**Met2 routing**

Scale: 6 px per µm.
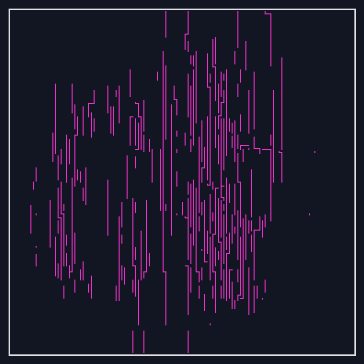
**Cell density map**

Scale: 6 px per µm. The die is cut into 11 by 11 equal tiles; black is low, pale yellow is high, 0 to 100% covered.
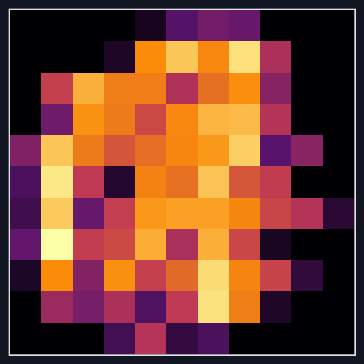
**Where the registers sit**

Scale: 6 px per µm. Other sequential cells in the stronger gray, the rest of the logic in the fainter gray.
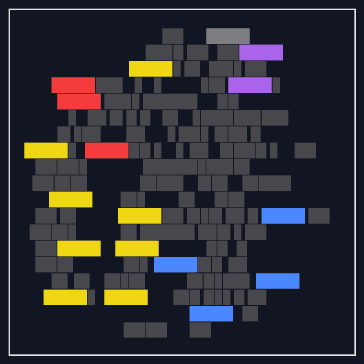
**Clock routing**

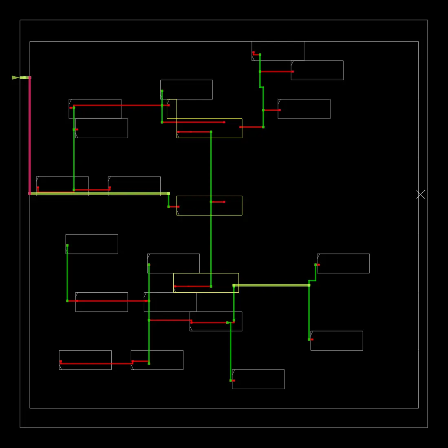
==> config.mk <==
export PLATFORM = sky130hd
export DESIGN_NAME = fifo_uart_tx
export DESIGN_NICKNAME = d
export VERILOG_FILES = /design/src/rtl/fifo_uart_tx.sv
export SDC_FILE = /design/constraint.sdc
export NUM_CORES = 1
export LEC_CHECK = 0
export CAP_MARGIN = 0
export CORE_UTILIZATION = 35
export CTS_BUF_LIST = sky130_fd_sc_hd__clkbuf_16
export DETAILED_ROUTE_END_ITERATION = 6
export PLACE_DENSITY = 0.66
export SETUP_SLACK_MARGIN = 0.3
export SLEW_MARGIN = 20
export SYNTH_ARGS = -nofsm -noshare
export SYNTH_HDL_FRONTEND = slang
export SYNTH_SLANG_ARGS = --single-unit
==> constraint.sdc <==
create_clock -name clk -period 2.75 [get_ports clk]
set_input_delay 0.4125 -clock clk [delete_from_list [all_inputs] [get_ports clk]]
set_output_delay 0.4125 -clock clk [all_outputs]
set_load 0.02 [all_outputs]
==> impl.org <==
* Implementation run

** Floorplanning
- For reference, the placement row count at floorplan is 19.
- Chip width :: 57.42 µm

** Timing
- Fin. max-slew vios :: 0
- Worst slack on hold paths :: around 0.49 ns
- # setup viols final :: 0
- Worst slew pin tran :: 0.6438 ns
- Clock period minus final worst setup slack :: about 2.4 ns
- Setup repair after global routing could not meet its margin everywhere.
- Worst rel slew slack :: 56.99%

** Hold path
- The tightest min-delay check is of the reg -> reg type.

** Detailed routing
- The count of nets left with antenna violations once routing finished came out at 0.
- Per the detail_route report, DRC violations left total 1.
- Per the detail_route report, routed wire per instance is between 10 and 15 µm.

** Yosys
- Per the post-synthesis report, the nets total 146.
- Dominant register cell :: dfxtp_1
- Of all cell types, the one taking the most synthesized area is dfxtp_1.
- For reference, the post-synthesis area per instance comes to roughly 8.5 µm².
- The post-synth count of flops with an enable pin is 0.
- For reference, the top cells by area after synthesis are dfxtp_1 (34%), ha_1 (8.1%), nor2_1 (5.9%).

** Setup path
- STA lists the maximum fanout along the critical path as 5.
- Cell type of the slowest stage on the worst timing path :: clkdlybuf4s50_1
- Endpoint arrival time on the critical path :: approximately 2 ns
- The setup check on the worst reg-to-reg path leaves a slack of around 0.48 ns.

** Global route
- Per the GRT congestion report, total overflow comes to 0.
- The initial antenna violation count was 0.
- Global routing used 15.55% of the available tracks.
- Number of global-route vias before repair :: 946

** Flow run
- Summing over the stages, the warning tally comes to 30.
- Number of max-capacitance violations reported :: 0

** Power and ir drop
- Summing internal, switching and leakage power gives 709.6 µW.
- The clock network is responsible for 40.8% of the overall power.
- The power report lists cell-internal power as between 500 and 600 µW.

** Placed design
- HPWL reported at the end of detailed placement :: 1716 µm
- # port buffers :: 15

** CTS
- CTS tree :: built
- Root cell of the clock tree :: clkbuf_16
- Post-CTS timing repair inserted 0 buffers for setup.
- The report puts the hold buffer count at CTS at 0.

** Finish
- Post-layout net count :: 161
- The number of antenna diodes in the final layout is 0.

** Outcome
- The run finished, with violations left.
- Violations in the final reports :: design-rule violations
Notes on 'met2 routing' above:
main direction = vertical
nets with wire on the layer = 129
drt total wl: 2305 µm
vias: 991
GRT met2 Usage: 25.58%

Notes on 'cell density map' above:
mean over tiles = 39%
tiles over 75% full = 19%
densest ninth of the die = middle
fullest tile = 100%
emptiest ninth of the die = bottom right
placeable core region: 0.002829 mm²
fp util: 37.99%
fraction of the core area covered by cells at the end of the flow: 47.10%

Notes on 'where the registers sit' above:
state -> purple  # placed flops 2
n -> red  # placed flops 3
b -> yellow  # placed flops 8
s -> blue  # placed flops 4
Seq group: 288 µW
proportion of cell area occupied by registers: 27.04%

Notes on 'clock routing' above:
clock buffer count in the final layout: 3
TritonCTS Buffers: 3
clk_lat worst skew: 0.25 ns
Clock Skew: 0.003671 ns
power consumed by the clock network: 289 µW

## power groups by stage
stage                     logic (mW)  registers (mW)  clock network (mW)
final                          0.132           0.288               0.289
after CTS                      0.132           0.288               0.297
after detailed placement       0.131           0.294                   0
after global placement         0.128           0.293                   0
after floorplan               0.0847           0.294                   0
after global routing           0.147           0.290               0.310
## timing repair
item	4_1_cts	5_1_grt
pin swaps	0	0
setup endpoints to repair	1	2
gates resized	1	2
## cells in the mapped netlist (2+ instances only)
cell type,number
dfxtp_1,18
nor2_1,17
a211oi_1,7
ha_1,7
a22oi_1,6
inv_1,5
nand2_1,5
nand3_1,5
o21ai_0,5
a21oi_1,4
clkbuf_1,4
nor3_1,4
and2_1,3
mux2i_1,3
a211o_1,2
a32oi_1,2
and3_1,2
and4_1,2
buf_4,2
or4_1,2
## stage by stage
step           setup slack (ns)  instance area [µm²]
2_1_floorplan            0.7093                 1075
3_3_place_gp             0.3700                 1247
3_5_place_dp             0.3485                 1247
4_1_cts                  0.3461                 1329
5_1_grt                  0.2623                 1333
6_report                 0.3422                 1333
## cell families (layout without fill, tap and decap cells)
family | after synthesis | in the layout | share of synthesized area [%]
adder cells (fa/ha/maj) | 7 | 7 | 8.149
flip-flops | 18 | 18 | 33.53
buffers and inverters | 13 | 27 | 5.354
AND/OR/NAND/NOR | 48 | 48 | 23.40
multiplexers | 4 | 4 | 3.842
AND-OR/OR-AND | 37 | 37 | 25.73
## cell type report
type / count / share of cell area [%]
multi-input cells: 96 / 49.58
flip-flops and latches: 18 / 27.04
repair buffers: 18 / 13.15
clock buffers: 3 / 5.634
well taps: 31 / 2.911
inverters: 5 / 1.408
clock inverters: 1 / 0.2817
## worst register-to-register path: stages (launching register included)
cell     delay, ns
dfxtp_1       0.38
inv_1         0.10
ha_1          0.37
or4_1         0.57
a221o_1       0.30
nand3_1       0.10
mux2_2        0.33
## cell usage in the layout, fill, tap and decap left out, types with 5 or more instances in the layout
| cell | n |
|---|---|
| a211oi_1 | 7 |
| a22oi_1 | 6 |
| clkdlybuf4s50_1 | 14 |
| dfxtp_1 | 18 |
| ha_1 | 6 |
| inv_1 | 5 |
| nand2_1 | 5 |
| nand3_1 | 5 |
| nor2_1 | 17 |
| o21ai_0 | 5 |
## per-layer routing
layer  vias up  global-route usage [%]  share of wire [%]  routed length (µm)
met3         5                   2.948                4.5                 103
met1       450                   18.85                 46                1060
met2        24                   25.58                 48                1102
met5         -                       0                  0                   0
li1        512                       -                  -                   -
met4         0                   9.059                1.6                  38
Power and IR drop assume default switching activity.
